==> config.mk <==
export PLATFORM = sky130hd
export DESIGN_NAME = sparse_weight_sequencer_flat
export DESIGN_NICKNAME = d
export VERILOG_FILES = /design/src/rtl/sparse_weight_sequencer_if.sv /design/src/rtl/sparse_weight_sequencer.sv /design/src/flat_wrapper.sv
export SDC_FILE = /design/constraint.sdc
export NUM_CORES = 1
export LEC_CHECK = 0
export CAP_MARGIN = 20
export CORE_MARGIN = 2
export CORE_UTILIZATION = 53
export DETAILED_ROUTE_END_ITERATION = 8
export PLACE_DENSITY_LB_ADDON = 0.08
export SYNTH_ARGS = -nofsm -noshare
export SYNTH_HDL_FRONTEND = slang
export SYNTH_SLANG_ARGS = --single-unit
export TNS_END_PERCENT = 1
==> constraint.sdc <==
create_clock -name Clk -period 27.3 [get_ports Clk]
set_input_delay 6.825 -clock Clk [delete_from_list [all_inputs] [get_ports Clk]]
set_output_delay 6.825 -clock Clk [all_outputs]
set_load 0.02 [all_outputs]
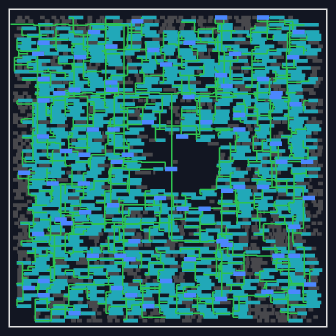
Fig. 1. Clock network drawn from the DEF.
flip-flops: marked cyan, count 863. clock-net drivers: marked blue, count 82. clock wires: marked green, length 8,780 µm.
There are 83 routed clock nets. Position of the flops: widely spread.
skew final: 0.0173 ns
Late-Pin Clk Latency: 0.62 ns

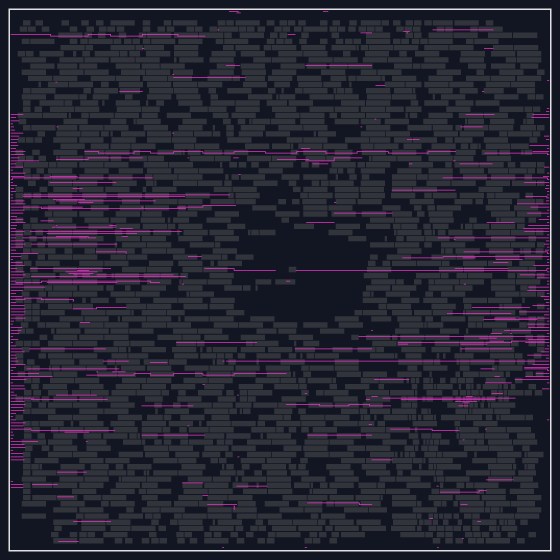
Fig. 2. Signal wires on met3.
280 nets have wire on it. The layer carries 4,220 µm of wire. The longest straight run is 142 µm. The layer holds 7.4% of the routed length. The wires run mostly horizontal.
vias post-DR: 13,027
routed wire length: 57,000 µm
met3 Use GR: 5.62%

==> out/metrics.csv <==
stage;metric;value;unit
status;status;finished, final reports clean;
global_routing;antenna_found_initial;11;
clock_network;cts_hold_buf;0;
worst_setup_path;reg2reg_depth;7;
logic_synthesis;ys_ff;863;
sta;slew_viol_final;0;
worst_setup_path;slowest_stage;buf_4;
floorplanning;die_y;238;µm
sta;hold_violations;0;
clock_network;clk_pin_slew;0.06;ns
logic_synthesis;topCellsByArea;edfxtp_1, mux4_2, dfxtp_1, mux2i_1, nor2_1;
clock_network;cts_max_level;3;
sta;setup_tns;0;ns
logic_synthesis;synth_seq_share;87.0;%
sta;fmax;101;MHz
clock_network;cts_setup_buffers;0;
placement;port_buffers;457;
pwr;peakVddDrop;0.0511;mV
routing;viasPerCell;5.21;
hold_path;hp-class;reg2reg;
worst_setup_path;worst_setup_path_end_kind;flip-flop;
worst_setup_path;cp_common_cell;buf_4;
run;drv_cap;0;
layout;fin_nets;2146;
placement;gp_congestion;0.806;
logic_synthesis;synth_cell_types;41;
logic_synthesis;syn_inst;1211;
sta;min_period;9.90;ns
routing;drc;0;
sta;tightest_slew;1.07;ns
logic_synthesis;common_cells;edfxtp_1, mux4_2, dfxtp_1, nor2_1, mux2i_1;
global_routing;track_usage;20.4;%
floorplanning;dieArea;56800;µm²
clock_network;cts_tree;yes;
run;tool_warnings;31;
routing;avgRoutedWirePerCell;22.8;µm
logic_synthesis;top_area_share;82.7;%
-- final cells by class --
| type | count | area (µm²) |
|---|---|---|
| timing repair buffer | 471 | 4700 |
| antenna | 10 | 25.0 |
| sequential | 863 | 25300 |
| inverter | 19 | 71.3 |
| tap | 696 | 871 |
| fill | 3416 | 16900 |
| clock inverter | 39 | 304 |
| clock buffer | 113 | 2290 |
| multi-input combinational | 290 | 3570 |
-- cells in the final DEF (no fill, tap or decap), types with 13 or more instances in the layout --
master,netlist,final
mux2i_1,49,49
inv_1,16,16
clkbuf_1,18,21
clkdlybuf4s50_1,0,457
clkinv_1,0,13
clkbuf_16,0,84
edfxtp_1,801,801
mux4_2,96,96
clkinv_2,0,15
dfxtp_1,62,59
ha_1,15,15
nor2_1,62,60
-- through the flow --
stage	area, µm²	hold WS, ns	cells	power [mW]
after detailed placement	34500	0.405	2338	1.68
after CTS	37100	0.409	2490	2.75
final	37100	0.405	2501	2.72
after global placement	34500	0.400	2338	1.67
after global routing	37100	0.410	2500	2.82
after floorplan	29100	0.400	1211	1.62
-- layer usage --
metal	GRT usage, %	vias to the layer above	share of wire (%)	wire length (µm)
li1	-	5943	-	-
met2	33.5	459	51	28900
met3	5.62	99	7.4	4220
met5	0	-	0.023	13
met4	7.69	2	2.6	1500
met1	26.3	6524	39	22300
-- critical path: cells and delay by family --
| family | cells | cell delay (ns) |
|---|---|---|
| buffers and inverters | 3 | 2.44 |
| AND/OR/NAND/NOR | 1 | 0.73 |
-- report_power, final --
part / total (mW) / switching [mW] / internal (mW)
Sequential: 1.52 / 0.0139 / 1.50
Combinational: 0.130 / 0.0561 / 0.0738
Clock: 1.08 / 0.458 / 0.618
Total: 2.72 / 0.528 / 2.19
-- cells by family (layout without fill, tap and decap cells) --
logic type / after synthesis / in the layout / share of synthesized area, %
AND/OR/NAND/NOR: 97 / 97 / 1.60
other: 0 / 10 / 0
multiplexers: 145 / 145 / 9.12
XOR/XNOR: 2 / 2 / 0.0602
adder cells (fa/ha/maj): 15 / 15 / 0.645
AND-OR/OR-AND: 31 / 31 / 0.749
flip-flops: 863 / 863 / 87.0
buffers and inverters: 58 / 642 / 0.856
No activity file was given, so power comes from the tool's default toggle rates.
